[src/rtl/algofoogle_product_pkg.sv]
// Shared widths and types for the nibble-serial 12x12 multiplier tile and
// its host-side driver. Both sides import this so their widths stay locked.
package algofoogle_product_pkg;

  localparam int OP_NIBBLES   = 3;
  localparam int OP_BITS      = 4 * OP_NIBBLES;
  localparam int MUL_BITS     = 2 * OP_BITS;
  localparam int PHASES       = 3 * OP_NIBBLES;
  localparam int PAIR_NIBBLES = 2 * OP_NIBBLES;
  localparam int PHASE_BITS   = $clog2(PHASES);
  // Product bytes captured before the final byte arrives on the completion edge.
  localparam int CAPTURE_BITS = MUL_BITS - 8;

  typedef enum logic {
    ST_IDLE,
    ST_RUN
  } drv_state_t;

  typedef logic [PHASE_BITS-1:0] phase_t;

  // Nibble idx of an operand pair, counting from the MS nibble (idx 0).
  function automatic logic [3:0] pair_nibble(input logic [2*OP_BITS-1:0] pair,
                                             input int idx);
    return pair[(2*OP_BITS-1) - 4*idx -: 4];
  endfunction

endpackage

[src/rtl/algofoogle_nibble_serializer.sv]
// Loads an operand pair {a, b} and presents it one nibble per shift,
// MS nibble of a first. The presented nibble is a register output.
module algofoogle_nibble_serializer
  import algofoogle_product_pkg::*;
(
  input  logic               clk,
  input  logic               reset,
  input  logic               load,
  input  logic               shift,
  input  logic [OP_BITS-1:0] load_a,
  input  logic [OP_BITS-1:0] load_b,
  output logic [3:0]         nibble
);

  logic [2*OP_BITS-1:0] pair;
  logic [3:0]           stage_reg [PAIR_NIBBLES];

  assign pair = {load_a, load_b};

  generate
    for (genvar gi = 0; gi < PAIR_NIBBLES; gi++) begin : g_stage
      logic [3:0] shift_in;

      if (gi == PAIR_NIBBLES - 1) begin : g_tail
        // Zeros fill in behind the last nibble.
        assign shift_in = 4'd0;
      end else begin : g_body
        assign shift_in = stage_reg[gi+1];
      end

      // Stage gi holds nibble gi of the pair; a shift moves everything one stage toward the output.
      always_ff @(posedge clk) begin
        if (reset) begin
          stage_reg[gi] <= 4'd0;
        end else if (load) begin
          stage_reg[gi] <= pair_nibble(pair, gi);
        end else if (shift) begin
          stage_reg[gi] <= shift_in;
        end
      end
    end
  endgenerate

  assign nibble = stage_reg[0];

endmodule

[src/rtl/algofoogle_product_driver.sv]
// Host-side initiator for the nibble-serial multiplier tile. Accepts an
// operand pair, feeds it to the tile nibble by nibble, collects the product
// bytes the tile streams back and emits the product as a one-cycle pulse.
// The tile free-runs on the same clock, so a local phase counter mirrors it.
module algofoogle_product_driver
  import algofoogle_product_pkg::*;
(
  input  logic                clk,
  input  logic                reset,
  input  logic                req_valid,
  output logic                req_ready,
  input  logic [OP_BITS-1:0]  req_a,
  input  logic [OP_BITS-1:0]  req_b,
  output logic                rsp_valid,
  output logic [MUL_BITS-1:0] rsp_product,
  output logic                tgt_reset,
  output logic [3:0]          tgt_nibble,
  input  logic [7:0]          tgt_byte
);

  localparam phase_t LAST_PHASE  = phase_t'(PHASES - 1);
  localparam phase_t SHIFT_LIMIT = phase_t'(2*OP_NIBBLES - 1);
  localparam phase_t CAP_FIRST   = phase_t'(2*OP_NIBBLES + 1);

  drv_state_t              state_reg, state_next;
  phase_t                  phase_reg, phase_next;
  logic                    tgt_reset_next;
  logic                    last_pending_reg, last_pending_next;
  logic [CAPTURE_BITS-1:0] capture_reg, capture_next;
  logic                    rsp_valid_next;
  logic [MUL_BITS-1:0]     rsp_product_next;
  logic                    accept;
  logic                    shift_ser;

  // A new request fits while idle or on the final phase, giving back-to-back issue.
  always_comb begin
    req_ready = (state_reg == ST_IDLE) ||
                ((state_reg == ST_RUN) && (phase_reg == LAST_PHASE));
    accept    = req_valid && req_ready;
  end

  algofoogle_nibble_serializer u_serializer (
    .clk    (clk),
    .reset  (reset),
    .load   (accept),
    .shift  (shift_ser),
    .load_a (req_a),
    .load_b (req_b),
    .nibble (tgt_nibble)
  );

  // Next-state and datapath updates for the phase-locked sequencer.
  always_comb begin
    state_next        = state_reg;
    phase_next        = phase_reg;
    tgt_reset_next    = tgt_reset;
    last_pending_next = last_pending_reg;
    capture_next      = capture_reg;
    rsp_valid_next    = 1'b0;
    rsp_product_next  = rsp_product;
    shift_ser         = 1'b0;

    // The last product byte is on tgt_byte one edge after the final phase,
    // whether the tile is being parked or already starting the next operand.
    if (last_pending_reg) begin
      rsp_product_next  = {capture_reg, tgt_byte};
      rsp_valid_next    = 1'b1;
      last_pending_next = 1'b0;
    end

    case (state_reg)
      ST_IDLE: begin
        tgt_reset_next = 1'b1;
        if (accept) begin
          tgt_reset_next = 1'b0;
          phase_next     = '0;
          state_next     = ST_RUN;
        end
      end

      ST_RUN: begin
        phase_next = (phase_reg == LAST_PHASE) ? '0 : phase_reg + 1'b1;

        // The first nibble was presented at load; the rest follow while the tile shifts.
        if (phase_reg < SHIFT_LIMIT) begin
          shift_ser = 1'b1;
        end

        if (phase_reg >= CAP_FIRST) begin
          capture_next = {capture_reg[CAPTURE_BITS-9:0], tgt_byte};
        end

        if (phase_reg == LAST_PHASE) begin
          last_pending_next = 1'b1;
          if (accept) begin
            tgt_reset_next = 1'b0;
            state_next     = ST_RUN;
          end else begin
            // Park the tile; it cannot be paused any other way.
            tgt_reset_next = 1'b1;
            state_next     = ST_IDLE;
          end
        end
      end

      default: begin
        state_next     = ST_IDLE;
        tgt_reset_next = 1'b1;
      end
    endcase
  end

  // State and datapath registers; reset abandons any transaction in flight.
  always_ff @(posedge clk) begin
    if (reset) begin
      state_reg        <= ST_IDLE;
      phase_reg        <= '0;
      tgt_reset        <= 1'b1;
      last_pending_reg <= 1'b0;
      capture_reg      <= '0;
      rsp_valid        <= 1'b0;
      rsp_product      <= '0;
    end else begin
      state_reg        <= state_next;
      phase_reg        <= phase_next;
      tgt_reset        <= tgt_reset_next;
      last_pending_reg <= last_pending_next;
      capture_reg      <= capture_next;
      rsp_valid        <= rsp_valid_next;
      rsp_product      <= rsp_product_next;
    end
  end

endmodule
[config.mk]
export PLATFORM = sky130hd
export DESIGN_NAME = algofoogle_product_driver
export DESIGN_NICKNAME = d
export VERILOG_FILES = /design/src/rtl/algofoogle_product_pkg.sv /design/src/rtl/algofoogle_nibble_serializer.sv /design/src/rtl/algofoogle_product_driver.sv
export SDC_FILE = /design/constraint.sdc
export NUM_CORES = 1
export LEC_CHECK = 0
export ABC_AREA = 1
export CORE_MARGIN = 2
export CORE_UTILIZATION = 53
export CTS_CLUSTER_SIZE = 30
export DETAILED_ROUTE_END_ITERATION = 6
export PLACE_DENSITY = 0.84
export SYNTH_ARGS = -nofsm -noshare
export SYNTH_HDL_FRONTEND = slang
export SYNTH_SLANG_ARGS = --single-unit
export TNS_END_PERCENT = 20
[constraint.sdc]
create_clock -name clk -period 3.66 [get_ports clk]
set_input_delay 0.732 -clock clk [delete_from_list [all_inputs] [get_ports clk]]
set_output_delay 0.732 -clock clk [all_outputs]
set_load 0.005 [all_outputs]
==> images/layers.png <==
Two of the layers only.
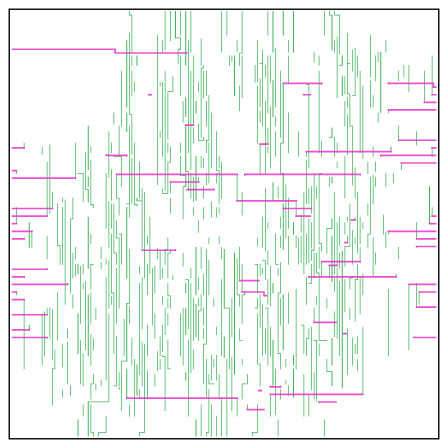
layer	color	wire length
M3	magenta	366 um
M2	green	2880 um
drt total wl: 6030 um
wire length per cell: 12.9 um
DR vias: 2328
Total GRT Usage: 21.2%

==> images/congestion_map.png <==
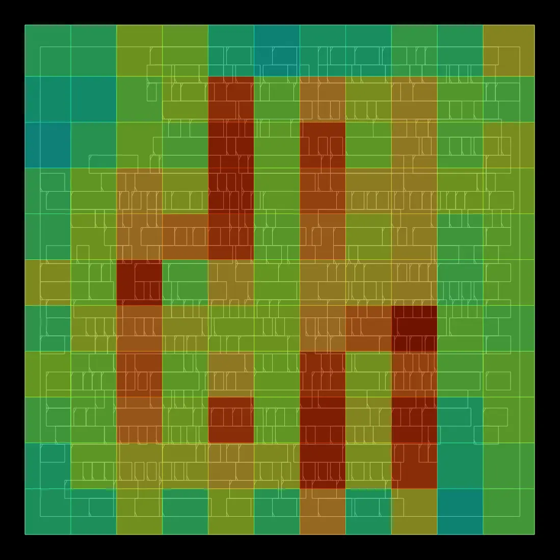
fin util: 72.2%
met3 usage: 6.47%
met2 GRT Util: 32.1%
Most Crowded Layer GR: met2

==> images/port_trees.png <==
Bar = 20 um.
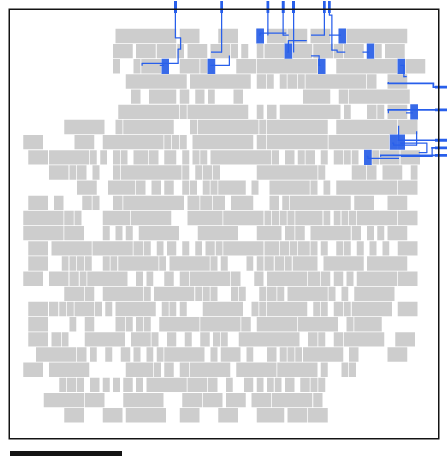
port	color	bits	direction	edge	end cells	buffers	wire
req_a	blue	12	input	7 top, 5 right	12	12	153 um
IO Pins: 66
IO Port Bufs: 65

==> flow_metrics.env <==
# yosys + openroad results
export IMPL_criticalPathCategory="reg -> out"
export IMPL_hold_path_startpoint="tgt_reset$_SDFFE_PP1P_"
export IMPL_cp_arrival_ns=1.75
export IMPL_gp_congestion=0.800
export IMPL_worstPathCellList="inv_1 -> ha_1 -> nand3_1 -> nand2_1 -> clkdlybuf4s50_1"
export IMPL_max_stage_delay_ns=0.53
export IMPL_lay_top_count="nor2_1"
export IMPL_ys_ff=72
export IMPL_ff_count=72
export IMPL_yosys_area_um2=2800
export IMPL_relSlewSlack_pct=48.6
export IMPL_ys_seq_share_pct=60.0
export IMPL_syn_num_nets=363
export IMPL_maxCapViolCount=0
export IMPL_dp_hpwl_um=3780
export IMPL_clkTransAtPathRegs_ns=0.07
export IMPL_die_h_um=76.7
export IMPL_synthCells=326
export IMPL_inverters_excl_clock=35
export IMPL_dieWidth_um=76.7
export IMPL_aoi_share_pct=11.3
export IMPL_period_minus_slack_ns=2.49
export IMPL_async_flop_share_pct=0
export IMPL_internal_power_mw=1.27
export IMPL_nNetsFinal=428
export IMPL_ys_cells=326
export IMPL_grt_overflow_total=0
export IMPL_power_density_nw_per_um2=439
export IMPL_postRouteAntennaNets=0
export IMPL_syn_to_final_growth_pct=31.5
export IMPL_comb_cells=206
export IMPL_p_comb_mw=0.114
export IMPL_top_area_share_pct=34.3
export IMPL_cts_made_buffers=9
export IMPL_comb_area_um2=918
export IMPL_cp_max_fo=4
export IMPL_crit_cells=5
export IMPL_period_used_pct=67.9
export IMPL_worst_slew_pin_slew_ns=0.770
export IMPL_cts_buffer_depth=2
export IMPL_yosysUniqueCellTypes=23
export IMPL_area_share_clock_buf_inv_pct=5.43
export IMPL_min_to="tgt_reset$_SDFFE_PP1P_"
export IMPL_yosys_area_top_type="dfxtp_1"
export IMPL_status="completed"
export IMPL_hold_viol_final=0
export IMPL_grt_pass1_vias=2068
export IMPL_crit_family="buffers and inverters"
export IMPL_clock_fmax_mhz=402
export IMPL_clock_power_mw=0.635
export IMPL_ff_type="dfxtp_1"
export IMPL_core_area_um2=5110
export IMPL_synthMuxAreaShare_pct=0
export IMPL_grt_pass1_wl_um=9760
export IMPL_edf_count=24
export IMPL_n_all_buffers=67
export IMPL_cts_sinks=72
export IMPL_finalInstanceArea_um2=3690
export IMPL_synth_area_per_cell_um2=8.60
export IMPL_endpoint="req_ready"
export IMPL_placedCellCount=450
export IMPL_fin_cells=466
export IMPL_place_ws_ns=0.868
export IMPL_fill_cells=395
export IMPL_p_seq_share_pct=53.7
export IMPL_holdBufCountCts=0
export IMPL_cts_setup_buffers=0
export IMPL_nClkBuffers=13
export IMPL_adder_share_pct=0.892
export IMPL_startpoint_type="register"
export IMPL_power_frac_comb_pct=7.1
export IMPL_dieArea_um2=5890
export IMPL_xor_share_pct=0
export IMPL_whs_path_depth=2
export IMPL_dominant_cells="sequential cells"
export IMPL_power_switching_mw=0.346
export IMPL_post_dp_cell_area_um2=3490
export IMPL_logic_family="simple AND/OR/NAND/NOR gates"
export IMPL_antenna_found_initial=0
export IMPL_antennaDiodeCount=0
export IMPL_cts_tree="built"
export IMPL_synth_yosys_warnings=0
export IMPL_cp_required_ns=2.93
export IMPL_common_cells="89 x nor2_1, 48 x dfxtp_1, 45 x o21ai_0"
export IMPL_r2r_cells=7
export IMPL_vdd_drop_max_mv=0.322
export IMPL_ys_sh_simple_pct=20.5
export IMPL_top_power_group="sequential cells"
export IMPL_ff2ff_setup_slack_ns=1.45
export IMPL_cts_root_buffer="clkbuf_8"
export IMPL_endpoint_kind="output pin"
export IMPL_seq_share_pct=45.6
export IMPL_cts_max_level=3
export IMPL_fin_skew_ns=0.00675
export IMPL_drtPass1Iterations=4
export IMPL_grt_max_degree=45
export IMPL_drive_above_1_share_pct=6.06
export IMPL_powerSeq_mw=0.869
export IMPL_p_leak_nw=1.59
export IMPL_worstReg2RegStart="phase_reg[0]$_SDFFE_PP0P_"
export IMPL_maxSlewViolCount=0
export IMPL_fin_tns_setup_ns=0
export IMPL_cts_resized=0
==> routing by layer <==
layer | GRT usage (%) | share of wire, %
met1 | 27.5 | 43
met2 | 32.1 | 48
met3 | 6.47 | 6.1
met4 | 10.7 | 2.9
met5 | 0 | 0
==> worst min-delay path, delay by kind of cell, from the launching register on <==
family           cells  cell delay (ns)
DFF                  1             0.31
and+or+nand+nor      2             0.10
==> stage by stage <==
stage                     total power [mW]  hold WS [ns]
after floorplan                      0.936         0.447
after global placement               0.997         0.435
after detailed placement              1.00         0.441
after CTS                             1.63         0.455
after global routing                  1.69         0.478
final                                 1.62         0.452
Power is estimated from default activity; no workload was simulated.
